File: src/rtl/perm_pkg.sv
// rtl/perm_pkg.sv - shared geometry, types and helpers for the Keccak state unload path
package perm_pkg;
    localparam int X_AXIS  = 5;
    localparam int Y_AXIS  = 5;
    localparam int Z_AXIS  = 64;
    localparam int CHUNK_W = 200;
    localparam int NCHUNK  = 8;
    localparam int STATE_W = X_AXIS * Y_AXIS * Z_AXIS;
    localparam int IDX_W   = 3;
    localparam int PAR_W   = 8;
    localparam int PAR_GRP = CHUNK_W / PAR_W;

    typedef logic [X_AXIS-1:0][Y_AXIS-1:0][Z_AXIS-1:0] lane_arr_t;
    typedef logic [STATE_W-1:0]                        state_lin_t;
    typedef logic [CHUNK_W-1:0]                        chunk_t;

    typedef enum logic {IDLE, SEND} unload_st_t;

    // Linear bit position of lane bit (x,y,z): lanes are laid out row by row in y.
    function automatic int lin_idx(input int x, input int y, input int z);
        return Z_AXIS * (X_AXIS * y + x) + z;
    endfunction

    // Even parity over each 25-bit group of a chunk.
    function automatic logic [PAR_W-1:0] chunk_par(input chunk_t c);
        logic [PAR_W-1:0] p;
        for (int j = 0; j < PAR_W; j++) begin
            p[j] = ^c[j*PAR_GRP +: PAR_GRP];
        end
        return p;
    endfunction
endpackage

File: src/rtl/perm_unload_if.sv
// rtl/perm_unload_if.sv - chunked output beat bus (pushout/stopin/doutix/dout[/dout_par])
// master: drives pushout, doutix, dout (and dout_par when PERM_OUT_PARITY_EN); samples stopin
// slave : samples beats; drives the stopin stall
interface perm_unload_if;
    import perm_pkg::*;

    logic             pushout;
    logic             stopin;
    logic [IDX_W-1:0] doutix;
    chunk_t           dout;
`ifdef PERM_OUT_PARITY_EN
    logic [PAR_W-1:0] dout_par;

    modport master (output pushout, doutix, dout, dout_par, input stopin);
    modport slave  (input pushout, doutix, dout, dout_par, output stopin);
`else
    modport master (output pushout, doutix, dout, input stopin);
    modport slave  (input pushout, doutix, dout, output stopin);
`endif
endinterface

File: src/rtl/perm_flatten.sv
// rtl/perm_flatten.sv - combinational [x][y][z] lane array to linear state vector
// lanes in : packed lane_arr_t
// lin   out: bit lin_idx(x,y,z) = lanes[x][y][z]
module perm_flatten
    import perm_pkg::*;
(
    input  lane_arr_t  lanes,
    output state_lin_t lin
);
    for (genvar gx = 0; gx < X_AXIS; gx++) begin : g_x
        for (genvar gy = 0; gy < Y_AXIS; gy++) begin : g_y
            // Whole lanes stay contiguous, so each lane moves as one 64-bit slice.
            assign lin[lin_idx(gx, gy, 0) +: Z_AXIS] = lanes[gx][gy];
        end
    end
endmodule

File: src/rtl/perm_unload.sv
// rtl/perm_unload.sv - send one Keccak state as 8 ordered 200-bit beats
// clk, reset (async, active-high); loadin/state_in/load_rdy: state capture handshake;
// busy: high while sending; out_if (master): pushout/doutix/dout beats, stopin stall.
// Optional: PERM_OUT_PARITY_EN adds registered per-25-bit even parity dout_par.
module perm_unload
    import perm_pkg::*;
(
    input  logic               clk,
    input  logic               reset,
    input  logic               loadin,
    input  lane_arr_t          state_in,
    output logic               load_rdy,
    output logic               busy,
    perm_unload_if.master      out_if
);
    unload_st_t       st_q, st_d;
    logic [IDX_W-1:0] idx_q, idx_d;
    state_lin_t       state_q;
    state_lin_t       flat;
    logic             capture;
    logic             launch;
    chunk_t           chunk_sel;

    perm_flatten u_flatten (
        .lanes (state_in),
        .lin   (flat)
    );

    assign chunk_sel = state_q[idx_q * CHUNK_W +: CHUNK_W];

    always_ff @(posedge clk or posedge reset) begin
        if (reset) begin
            st_q <= IDLE;
        end else begin
            st_q <= st_d;
        end
    end

    always_comb begin
        st_d     = st_q;
        idx_d    = idx_q;
        capture  = 1'b0;
        launch   = 1'b0;
        load_rdy = 1'b0;
        busy     = 1'b0;
        case (st_q)
            IDLE: begin
                load_rdy = 1'b1;
                if (loadin) begin
                    capture = 1'b1;
                    idx_d   = '0;
                    st_d    = SEND;
                end
            end
            SEND: begin
                busy = 1'b1;
                if (!out_if.stopin) begin
                    launch = 1'b1;
                    // Last beat wraps idx to 0 naturally as the FSM returns to IDLE.
                    idx_d  = idx_q + 1'b1;
                    if (idx_q == IDX_W'(NCHUNK - 1)) begin
                        st_d = IDLE;
                    end
                end
            end
            default: st_d = IDLE;
        endcase
    end

    always_ff @(posedge clk or posedge reset) begin
        if (reset) begin
            idx_q          <= '0;
            state_q        <= '0;
            out_if.pushout <= 1'b0;
            out_if.doutix  <= '0;
            out_if.dout    <= '0;
`ifdef PERM_OUT_PARITY_EN
            out_if.dout_par <= '0;
`endif
        end else begin
            idx_q          <= idx_d;
            out_if.pushout <= launch;
            if (capture) begin
                state_q <= flat;
            end
            // Beat data holds through stalls so the receiver sees a stable bus.
            if (launch) begin
                out_if.dout   <= chunk_sel;
                out_if.doutix <= idx_q;
`ifdef PERM_OUT_PARITY_EN
                out_if.dout_par <= chunk_par(chunk_sel);
`endif
            end
        end
    end
endmodule

File: src/flat_wrapper.sv
// flat-port wrapper written by rule: the top's interface ports become plain ports
module perm_unload_flat import perm_pkg::*;
  (clk, reset, loadin, state_in, load_rdy, busy, out_if_pushout, out_if_doutix, out_if_dout, out_if_stopin);
  perm_unload_if out_if_i ();
  input  logic clk;
  input  logic reset;
  input  logic loadin;
  input  lane_arr_t state_in;
  output logic load_rdy;
  output logic busy;
  output wire logic [$bits(out_if_i.pushout)-1:0] out_if_pushout;
  output wire logic [$bits(out_if_i.doutix)-1:0] out_if_doutix;
  output wire logic [$bits(out_if_i.dout)-1:0] out_if_dout;
  input wire logic [$bits(out_if_i.stopin)-1:0] out_if_stopin;
  assign out_if_pushout = out_if_i.pushout;
  assign out_if_doutix = out_if_i.doutix;
  assign out_if_dout = out_if_i.dout;
  assign out_if_i.stopin = out_if_stopin;
  perm_unload u_core (.clk(clk), .reset(reset), .loadin(loadin), .state_in(state_in), .load_rdy(load_rdy), .busy(busy), .out_if(out_if_i));
endmodule
File: config.mk
export PLATFORM = sky130hd
export DESIGN_NAME = perm_unload_flat
export DESIGN_NICKNAME = d
export VERILOG_FILES = /design/src/rtl/perm_pkg.sv /design/src/rtl/perm_unload_if.sv /design/src/rtl/perm_flatten.sv /design/src/rtl/perm_unload.sv /design/src/flat_wrapper.sv
export SDC_FILE = /design/constraint.sdc
export NUM_CORES = 2
export LEC_CHECK = 0
export ABC_AREA = 1
export CAP_MARGIN = 15
export CORE_AREA = 3 3 699 701
export DETAILED_ROUTE_END_ITERATION = 10
export DIE_AREA = 0 0 702 704
export HOLD_SLACK_MARGIN = 0.12
export PLACE_DENSITY_LB_ADDON = 0.1
export SYNTH_ARGS = -nofsm -noshare
export SYNTH_HDL_FRONTEND = slang
export SYNTH_HIERARCHICAL = 1
export SYNTH_SLANG_ARGS = --single-unit
export TNS_END_PERCENT = 5
File: constraint.sdc
create_clock -name clk -period 71.5 [get_ports clk]
set_clock_uncertainty 0.1 [all_clocks]
set_input_delay 7.15 -clock clk [delete_from_list [all_inputs] [get_ports clk]]
set_output_delay 7.15 -clock clk [all_outputs]
set_load 0.01 [all_outputs]
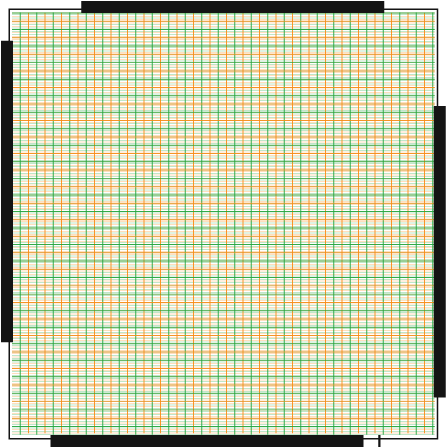
Fig. 1. Supply network.
Pins as bars on the die edge.
| net | color |
|---|---|
| VDD | orange |
| VSS | green |
met1 rails: 256
signal pins: 1,810
met5 straps: 51
met4 straps: 51

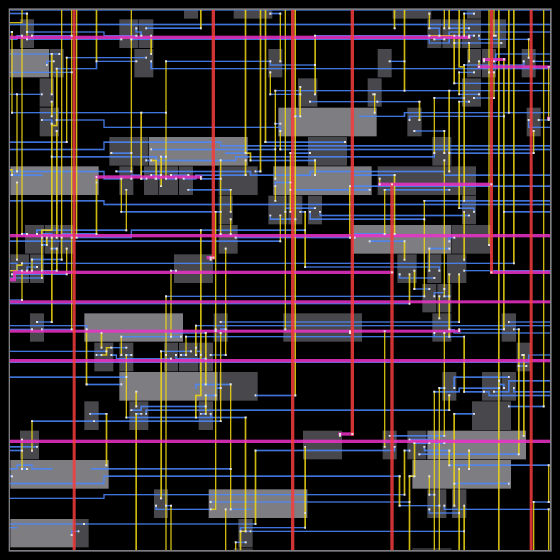
Fig. 2. Layout detail.
Window x 150 to 200, y 503 to 553 microns. Cells in gray, sequential cells in the stronger gray; small squares are vias.
| layer | color |
|---|---|
| M2 | yellow |
| M1 | blue |
| M3 | magenta |
| M4 | red |
sequential cells in the window: 12
cells with their middle in the window: 88
most frequent: nand2_1 (32), nand3_1 (18), dfrtp_1 (12)
netlist names of flops here include: u_core/out_if.dout (7), u_core/state_q (5)

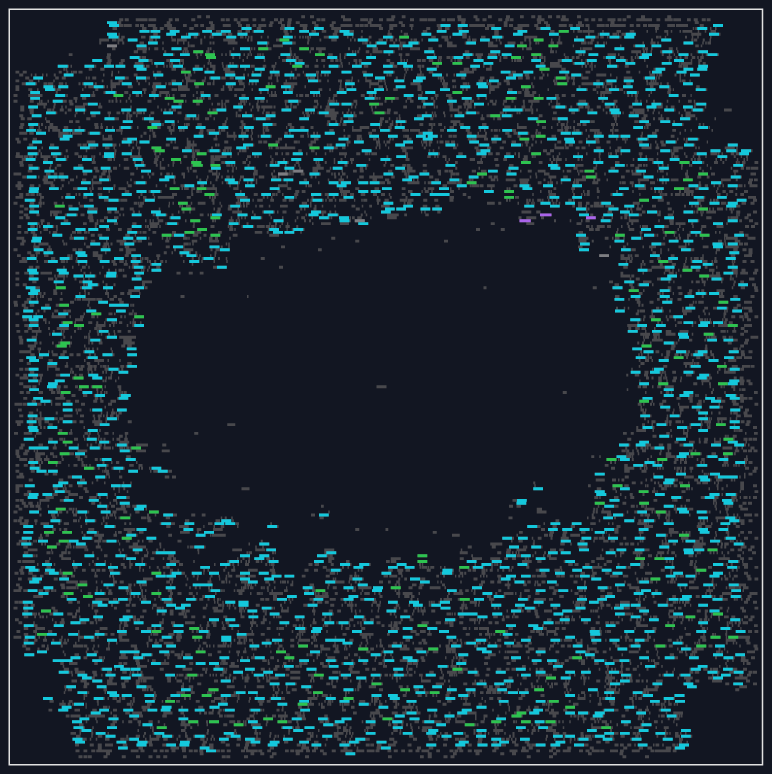
Fig. 3. Sequential cells grouped by signal name.
Other sequential cells in the stronger gray, the rest of the logic in the fainter gray.
| name in the netlist | color | flops |
|---|---|---|
| u_core/out_if.dout | green | 200 |
| u_core/idx_q | purple | 3 |
| u_core/state_q | cyan | 1,600 |
not colored: 5

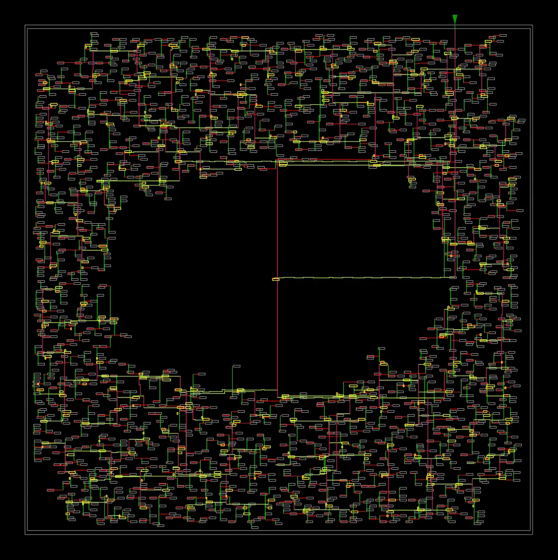
Fig. 4. Clock wiring as the flow saved it.
clk latency late pin: 960 ps
clock group power: 0.00124 W
clk_buf instances: 369
CTS buffer count: 238

[power by group through the flow]
stage	clock network (W)	registers, W	logic [W]
after CTS	0.00128	0.00173	0.00186
after detailed placement	0	0.00174	0.00186
final	0.00124	0.00172	0.00181
after global placement	0	0.00173	0.00184
after floorplan	0	0.00172	0.00112
after global routing	0.00132	0.00178	0.00201
[logic make-up after synthesis]
| logic type | Yosys count | synth area share (%) |
|---|---|---|
| DFF | 1808 | 48.3 |
| muxes | 800 | 9.61 |
| buffers and inverters | 3005 | 19.3 |
| and+or+nand+nor | 4214 | 18.5 |
| adders and majority gates | 2 | 0.0267 |
| AOI/OAI and AO/OA | 805 | 4.30 |
[cell usage in the layout (no fill, tap or decap), types with 3 or more instances in the layout]
cell	n
clkinvlp_4	4
bufinv_16	12
nand2_1	2204
clkinv_2	35
inv_16	3
clkinv_16	3
nor2_1	806
buf_4	94
inv_8	3
nand3_1	1200
clkbuf_16	239
inv_6	4
a21oi_1	801
diode_2	135
buf_12	16
mux2_1	210
clkbuf_1	65
mux2_2	590
inv_1	803
clkbuf_8	65
clkdlybuf4s50_1	1809
dfrtp_1	1806
[state kept, by name (all words and copies together), names as in the netlist]
name	cells
u_core/idx_q	3
u_core/out_if.dout	200
u_core/out_if.doutix	3
u_core/out_if.pushout	1
u_core/st_q	1
u_core/state_q	1600
[cell type report]
| type | count | area [sq um] |
|---|---|---|
| inverter | 807 | 3050 |
| tap | 6425 | 8040 |
| fill | 52900 | 368000 |
| antenna | 135 | 338 |
| multi-input combinational | 5821 | 30400 |
| timing repair buffer | 1919 | 19100 |
| clock buffer | 369 | 7120 |
| sequential | 1808 | 45300 |
| clock inverter | 62 | 767 |
==> CHANGELOG.md <==
### Physical design

- Dominant cell area share: 48.3%
- Ys cells: 10,600
- WL per Instance: 26.4 microns
- Pre-CTS setup slack: ~58,000 ps
- Synthesized area per cell: 8.81 sq um
- Slowest stage delay, CP: 820 ps
- Hold path depth: 1
- Final cell count without fillers: 17,300
- Die W: 702 microns
- Post-synth EDFFs: 0
- Synth warn: 6
- Nets: 12,200
- HP Start: u_core/state_q[963]
- Synth top cell by count: nand2_1
- Met2 Wirelength: about 220,000 microns
- Internal: 0.00291 W
- Clock power frac: 25.9%
- Status: finished clean
- Wire length on met3: 34,300 microns
- Worst Setup EP: u_core/state_q[386]
- Flops & latches, synth: 1,808
- Arr. time, crit path: 13,120 ps
- TritonRoute pass-1 iters: 5
- Final Hold Vio Count: 0
- R2r startpoint: u_core/st_q
- Core area: 482,000 sq um
- GRT met1 Usage: 21.9%
- Io pins: 1,810
- Synth-to-layout area growth: 21.8%
- Clock-pin slew on the worst setup and hold paths: approximately 50 ps
- Pleak: 51.8 nW
- Post-cts resize count: 0
- Final Util: 23.7%
- Finished Cell Area: about 110,000 sq um
- CTS tree: done
- FP Rows: 255
- Comb pwr share: a little under two fifths
- Layout cells sized above 1: 9.98%
- Total power: ~0.0048 W
- NetSw: roughly 0.0019 W
- Reg2reg setup slack: 65,010 ps
- Number of H-tree levels: 4
- GRT Total Usage: 17.9%
- Worst R2R Path Depth: 9
- Switching Share: between 30% and 40%
- First-pass GRT wire length: 623,000 microns
- Final worst setup slack: 59,070 ps
- Crit. path cell count: 9
- Gpl congestion: approximately 0.84
- Largest net degree at the start of global routing: 166
- Most Crowded Layer GR: met2
- Clock sink count: between 1,500 and 2,000
- Critical Path Source Type: input port
- Crit-path slowest cell: buf_4
- FMAX: 80.5 MHz
- R2r endpoint: u_core/state_q[386]
- Post-DRT Antenna Nets: 0
- Log Warnings: 85
- Min cycle time layout: 12,430 ps
- Fp util: 19.4%
- Worst hold slack: 387 ps
- Hpwl dp: 343,000 microns
- Placed Cells: ~17,000
- Root buf cell: clkbuf_16
- TNS Setup: 0 ps
- Buf+Inv Stages, Crit Path: 7
- Vias: 71,300
- Synth area leader: dfrtp_1
- Largest delay share family, worst path: buffers and inverters
- Async set-reset flop share out of synthesis: 100%
- Relative max-transition margin: 3.42%
- Leading cell types by count after synthesis: 2,205 x nand2_1, 1,808 x dfrtp_1, 1,602 x buf_4
- Overflow after GRT: 0
- CP endpoint kind: register
- CTS Hold Buffers Added: 0
- Synth Cell Area: 93,700 sq um
- Sequential share of the synthesized area: 48.3%
- Iter 0 DRT Violations: 4,710
- Pins Over Slew Limit: 0
- Post-Syn Nets: 12,200
Power is estimated from default activity; no workload was simulated.
